[config.mk]
export PLATFORM = sky130hd
export DESIGN_NAME = shift_arbiter
export DESIGN_NICKNAME = d
export VERILOG_FILES = /design/src/rtl/shift_arb_pkg.sv /design/src/rtl/barrel_shifter.sv /design/src/rtl/rr_arbiter.sv /design/src/rtl/shift_arbiter.sv
export SDC_FILE = /design/constraint.sdc
export NUM_CORES = 1
export LEC_CHECK = 0
export CAP_MARGIN = 30
export CORE_ASPECT_RATIO = 1.75
export CORE_MARGIN = 8
export CORE_UTILIZATION = 49
export DETAILED_ROUTE_END_ITERATION = 8
export GPL_TIMING_DRIVEN = 0
export PLACE_DENSITY = 0.81
export SYNTH_ARGS = -nofsm -noshare
export SYNTH_HDL_FRONTEND = slang
export SYNTH_SLANG_ARGS = --single-unit
[constraint.sdc]
create_clock -name clk -period 3.44 [get_ports clk]
set_input_delay 0.516 -clock clk [delete_from_list [all_inputs] [get_ports clk]]
set_output_delay 0.516 -clock clk [all_outputs]
set_load 0.02 [all_outputs]
[src/rtl/shift_arb_pkg.sv]
// Shared types and constants for the shift arbiter and its sub-blocks.
package shift_arb_pkg;

  typedef enum logic [1:0] {IDLE, SHIFT, HOLD} state_t;

  localparam int DATA_W  = 8;
  localparam int SHAMT_W = 3;

  localparam logic DIR_LEFT  = 1'b0;
  localparam logic DIR_RIGHT = 1'b1;

endpackage

[src/rtl/barrel_shifter.sv]
// Combinational 8-bit logical barrel shifter, zero fill in both directions.
module barrel_shifter
  import shift_arb_pkg::*;
(
  input  logic [DATA_W-1:0]  data,
  input  logic [SHAMT_W-1:0] shamt,
  input  logic               dir,
  output logic [DATA_W-1:0]  result
);

  assign result = (dir == DIR_RIGHT) ? (data >> shamt) : (data << shamt);

endmodule

[src/rtl/rr_arbiter.sv]
// Round-robin one-hot grant: first request found after last_grant, wrapping.
module rr_arbiter #(
  parameter  int N     = 4,
  localparam int PTR_W = $clog2(N)
) (
  input  logic [N-1:0]     req,
  input  logic [PTR_W-1:0] last_grant,
  output logic [N-1:0]     grant,
  output logic [PTR_W-1:0] grant_idx,
  output logic             grant_any
);

  int               idx_int;
  logic [PTR_W-1:0] idx;

  // Offset N wraps back to last_grant itself, so a lone requester can win twice.
  always_comb begin
    grant     = '0;
    grant_idx = '0;
    grant_any = 1'b0;
    idx_int   = 0;
    idx       = '0;
    for (int k = 1; k <= N; k++) begin
      idx_int = (int'(last_grant) + k) % N;
      idx     = PTR_W'(idx_int);
      if (!grant_any && req[idx]) begin
        grant_any  = 1'b1;
        grant[idx] = 1'b1;
        grant_idx  = idx;
      end
    end
  end

endmodule

[src/rtl/shift_arbiter.sv]
// Time-shares one barrel shifter between NUM_REQ requesters with round-robin
// arbitration and a registered valid/ready response.
//
// state | meaning
// IDLE  | offer req_ready to the round-robin winner, capture operands on handshake
// SHIFT | op registers drive the shifter; result registered at the edge
// HOLD  | rsp_valid high, result held until rsp_ready
module shift_arbiter
  import shift_arb_pkg::*;
#(
  parameter  int NUM_REQ = 4,
  localparam int ID_W    = $clog2(NUM_REQ)
) (
  input  logic                        clk,
  input  logic                        rst,
  input  logic [NUM_REQ-1:0]          req_valid,
  output logic [NUM_REQ-1:0]          req_ready,
  input  logic [NUM_REQ*DATA_W-1:0]   req_data,
  input  logic [NUM_REQ*SHAMT_W-1:0]  req_shamt,
  input  logic [NUM_REQ-1:0]          req_dir,
  output logic                        rsp_valid,
  input  logic                        rsp_ready,
  output logic [DATA_W-1:0]           rsp_data,
  output logic [ID_W-1:0]             rsp_id,
  output logic                        busy
);

  state_t               state, next_state;
  logic [ID_W-1:0]      last_grant, grant_idx, op_id;
  logic [NUM_REQ-1:0]   grant;
  logic                 grant_any;
  logic [DATA_W-1:0]    op_data, shift_out;
  logic [SHAMT_W-1:0]   op_shamt;
  logic                 op_dir;

  rr_arbiter #(.N(NUM_REQ)) u_arb (
    .req        (req_valid),
    .last_grant (last_grant),
    .grant      (grant),
    .grant_idx  (grant_idx),
    .grant_any  (grant_any)
  );

  barrel_shifter u_shift (
    .data   (op_data),
    .shamt  (op_shamt),
    .dir    (op_dir),
    .result (shift_out)
  );

  // The grant is a subset of req_valid, so any grant in IDLE is a handshake.
  assign req_ready = (state == IDLE && !rst) ? grant : '0;
  assign busy      = (state != IDLE);

  always_comb begin
    next_state = state;
    case (state)
      IDLE:    if (grant_any) next_state = SHIFT;
      SHIFT:   next_state = HOLD;
      HOLD:    if (rsp_ready) next_state = IDLE;
      default: next_state = IDLE;
    endcase
  end

  always_ff @(posedge clk or posedge rst) begin
    if (rst) begin
      state      <= IDLE;
      last_grant <= ID_W'(NUM_REQ - 1);
      op_data    <= '0;
      op_shamt   <= '0;
      op_dir     <= 1'b0;
      op_id      <= '0;
      rsp_valid  <= 1'b0;
      rsp_data   <= '0;
      rsp_id     <= '0;
    end else begin
      state <= next_state;
      case (state)
        IDLE: begin
          if (grant_any) begin
            op_data    <= req_data[int'(grant_idx)*DATA_W +: DATA_W];
            op_shamt   <= req_shamt[int'(grant_idx)*SHAMT_W +: SHAMT_W];
            op_dir     <= req_dir[grant_idx];
            op_id      <= grant_idx;
            last_grant <= grant_idx;
          end
        end
        SHIFT: begin
          rsp_data  <= shift_out;
          rsp_id    <= op_id;
          rsp_valid <= 1'b1;
        end
        HOLD: begin
          if (rsp_ready) rsp_valid <= 1'b0;
        end
        default: ;
      endcase
    end
  end

endmodule

Run 1, signal wires on met2:
Scale bar: 20 um.
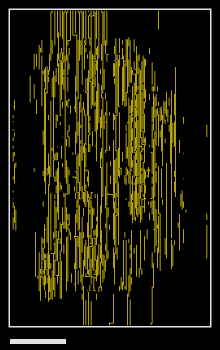
nets with wire on the layer: 371
main direction: vertical
wire length on this layer: 4,300 um

Run 1, gate families picked out:
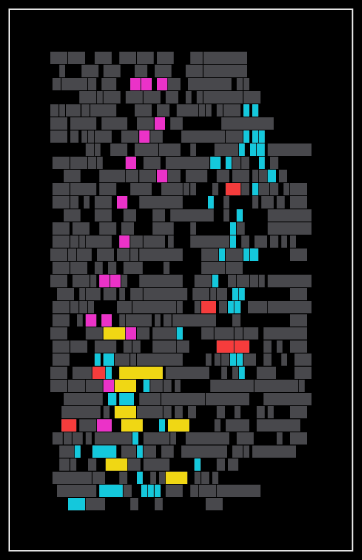
[nor cells] cyan | cells: 47
[non-inverting ao/oa cells] red | cells: 6
[and/or cells] magenta | cells: 16
[fa/ha/maj cells] yellow | cells: 8

Run 1, routing congestion:
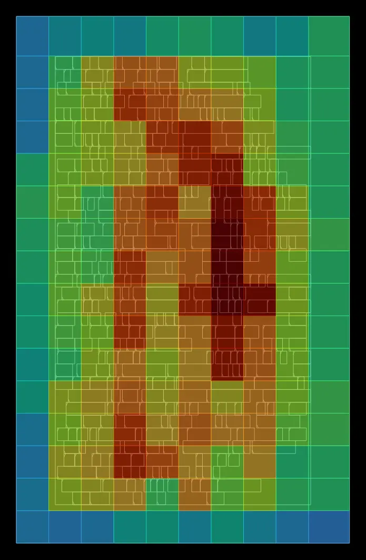
final core occ: 68.6%
met3 usage: 4.50%
Tot GR Track Use: 20.4%

==> job_summary.md, run 1 <==
## Synthesis and layout report

| Metric | Value |
|---|---|
| Status | `finished, final reports clean` |
| XOR/XNOR Area Share | `0%` |
| Asr flop ratio synth | `100%` |
| Buffers and inverters on the worst path | `3` |
| WL/cell | `17.6 um` |
| Area of placed instances | `3370 um2` |
| Worst slack, placed | `-0.485 ns` |
| WL met3 | `411 um` |
| Seq. cell area | `728 um2` |
| Worst Setup Slack, final | `0.133 ns` |
| Worst R2R Path Depth | `10` |
| H-Tree Depth | `2` |
| Max-cap violations | `0` |
| CTS tree | `built` |
| Die width | `a little over 70 um` |
| Seq_cells | `29` |
| Synth Area per Inst | `between 8 and 9 um2` |
| Via density | `5.95` |
| Fin Setup TNS | `0 ns` |
| ANT cells | `0` |
| Power Clock | `about 0.00037 W` |
| YS chip area | `about 2600 um2` |
| Post-synth cell types | `48` |
| Synth top cells by count | `nand2_1, nor2_1, dfrtp_1` |
| Sequential Power Share | `about 16%` |
| Die H | `between 100 and 150 um` |
| Routability cong. | `0.912` |
| Path length in cells of the critical path | `10` |
| Reg2reg end | `op_data[4]$_DFFE_PP0P_` |
| Max Buffers Root-to-Sink | `2` |
| P_seq | `~0.00066 W` |
| Met1 WL | `about 2800 um` |
| Post-detail-place hpwl | `between 6000 and 7000 um` |
| Post-CTS Setup Bufs | `3` |
| Main logic family | `AND-OR/OR-AND gates` |
| Vias | `2,624` |
| Clock-pin slew on the worst setup and hold paths | `0.07 ns` |
| Nets | `448` |
| R2R Setup Slk | `0.34 ns` |
[run 1: cells in the final DEF, fill, tap and decap left out, types with 2 or more instances in the layout]
cell type        instances
clkbuf_1                14
a221oi_1                 6
nor2b_4                  2
ha_1                     7
inv_2                    3
buf_6                    2
o21ai_1                 22
dfstp_2                  2
nor2_1                  37
a22oi_1                  4
o31ai_1                  4
a211oi_1                15
buf_2                    6
nand2b_1                 5
buf_4                    4
o31a_1                   2
nor2b_1                  2
dfrtp_1                 27
clkdlybuf4s50_1         66
a21oi_1                 13
mux4_2                   6
mux2_2                   2
mux2_1                   2
nor3_1                   4
o21ai_0                  7
inv_1                    8
and2_1                   2
mux2i_1                 12
and3_1                  12
nand2_1                 37
clkbuf_8                 6
o31ai_2                  7
a221oi_2                11
clkbuf_2                 4
## Run 2: what changed since run 1
- CAP_MARGIN: 30 -> 20
- CORE_UTILIZATION: 49 -> 45
- PLACE_DENSITY: 0.81 -> 0.76
- SLEW_MARGIN: not set -> 40
Run 2, the metal 3 layer:
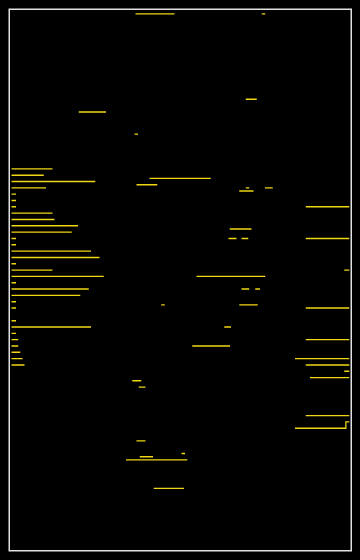
nets with wire on the layer: 59
longest straight run: 19.6 um
share of all routed wire: 5.3%
met3 usage: 4.13%
vias: 2,584

==> job_summary.md, run 2 <==
## Synthesis and layout report

| Metric | Value |
|---|---|
| YS chip area | `2580 um2 (unchanged)` |
| H-Tree Depth | `2 (unchanged)` |
| Worst R2R Path Depth | `10 (unchanged)` |
| Synth Area per Inst | `8.47 um2 (unchanged)` |
| Main logic family | `AND-OR/OR-AND gates` |
| Post-CTS Setup Bufs | `3 (unchanged)` |
| Status | `finished, final reports clean` |
| Area of placed instances | `3370 um2 (about the same)` |
| Seq_cells | `29 (unchanged)` |
| XOR/XNOR Area Share | `0% (unchanged)` |
| Post-detail-place hpwl | `6050 um (-2.8%)` |
| ANT cells | `0 (unchanged)` |
| Synth top cells by count | `nand2_1, nor2_1, dfrtp_1` |
| P_seq | `0.000667 W (about the same)` |
| Die width | `73.2 um (+3.4%)` |
| Die H | `116 um (+3.7%)` |
| Tot GR Track Use | `18.4% (-2.0 points)` |
| Commonest Layout Cell | `clkdlybuf4s50_1` |
| Routability cong. | `0.981 (+7.6%)` |
| Via density | `5.61 (-5.8%)` |
| Fin Setup TNS | `0 ns (unchanged)` |
| Most numerous logic cells after layout | `clkdlybuf4s50_1, nor2_1, nand2_1, dfrtp_1, o21ai_1` |
| Post-synth cell types | `48 (unchanged)` |
| Asr flop ratio synth | `100% (unchanged)` |
| Power Clock | `0.000307 W (-17%)` |
| Met1 WL | `2880 um (+3.0%)` |
==> run 2: cell counts after synthesis <==
No cell type changed its count.
==> run 2: metrics by stage <==
stage / std cells / setup slack, ns / total power (W) / utilization [%]
after floorplan: 304 / 0.247 / 0.00282 / -
after global placement: 450 / -0.413 / 0.00349 / 60.9
after detailed placement: 450 / -0.494 / 0.00354 / 60.9
after CTS: 461 / 0.00538 / 0.00393 / 63.7
after global routing: 461 / 0.00571 / 0.00432 / 63.8
final: 461 / 0.144 / 0.00398 / 63.8
==> run 2: worst max-delay path: cells and delay by family, from the launching register on <==
| kind | cells | cell delay, ns |
|---|---|---|
| fa+ha+maj | 1 | 0.31 |
| flops | 1 | 0.54 |
| buf+inv | 3 | 0.39 |
| mux | 1 | 0.56 |
| simple gates | 3 | 0.32 |
| compound gates | 2 | 0.38 |
## Run 3: what changed since run 2
- REMOVE_ABC_BUFFERS: not set -> 1
Run 3, routing congestion:
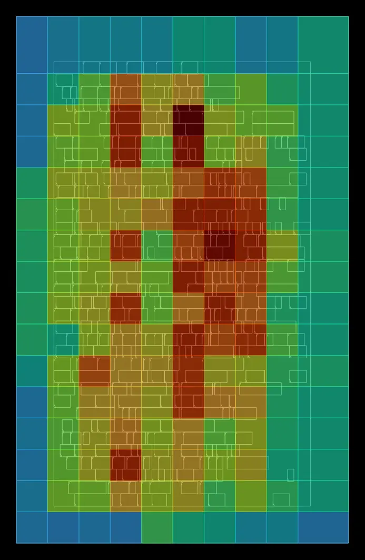
met2 Use GR: 31.0%
met3 usage: 2.75%
met1 Resource Use GR: 18.0%
busiest grt layer: met2

==> job_summary.md, run 3 <==
## Synthesis and layout report

| Metric | Value |
|---|---|
| P_seq | `0.000781 W (+17%)` |
| Tot Pwr | `0.00387 W (-2.7%)` |
| Status | `finished, final reports clean` |
| Buffers and inverters on the worst path | `2 (-1)` |
| ANT cells | `0 (unchanged)` |
| Main logic family | `AND-OR/OR-AND gates` |
| Area of placed instances | `3280 um2 (-2.7%)` |
| Routability cong. | `0.862 (-12%)` |
| Power Clock | `0.000289 W (-6%)` |
| Fin Setup TNS | `0 ns (unchanged)` |
| H-Tree Depth | `2 (unchanged)` |
| Die H | `116 um (unchanged)` |
| YS chip area | `2580 um2 (unchanged)` |
| Die width | `73.2 um (unchanged)` |
| Worst slack, placed | `-0.773 ns (-0.279 ns)` |
| Post-synth cell types | `48 (unchanged)` |
| Asr flop ratio synth | `100% (unchanged)` |
| Via density | `5.70 (+1.6%)` |
| Post-Layout Cell Count | `444 (-3.7%)` |
| Post-CTS Setup Bufs | `3 (unchanged)` |
| Crit path max-delay family | `flip-flops` |
| Placed instance count | `428 (-4.9%)` |
| XOR/XNOR Area Share | `0% (unchanged)` |
| Worst R2R Path Depth | `7 (-3)` |
| Vias | `2,529 (-2.1%)` |
## run 3: cell counts after synthesis
Identical to the previous run, type by type.
## run 3: how the worst min path moves through the flow
stage | cells past startpoint | end | slack [ns]
2_1_floorplan | 2 | op_id[0]$_DFFE_PP0P_ | 0.45
4_1_cts | 2 | rsp_data[1]$_DFFE_PP0P_ | 0.49
6_report | 2 | rsp_data[3]$_DFFE_PP0P_ | 0.48
5_1_grt | 2 | rsp_data[3]$_DFFE_PP0P_ | 0.52
3_5_place_dp | 2 | rsp_data[1]$_DFFE_PP0P_ | 0.47
3_3_place_gp | 2 | rsp_data[3]$_DFFE_PP0P_ | 0.46
No activity file was given, so power comes from the tool's default toggle rates.
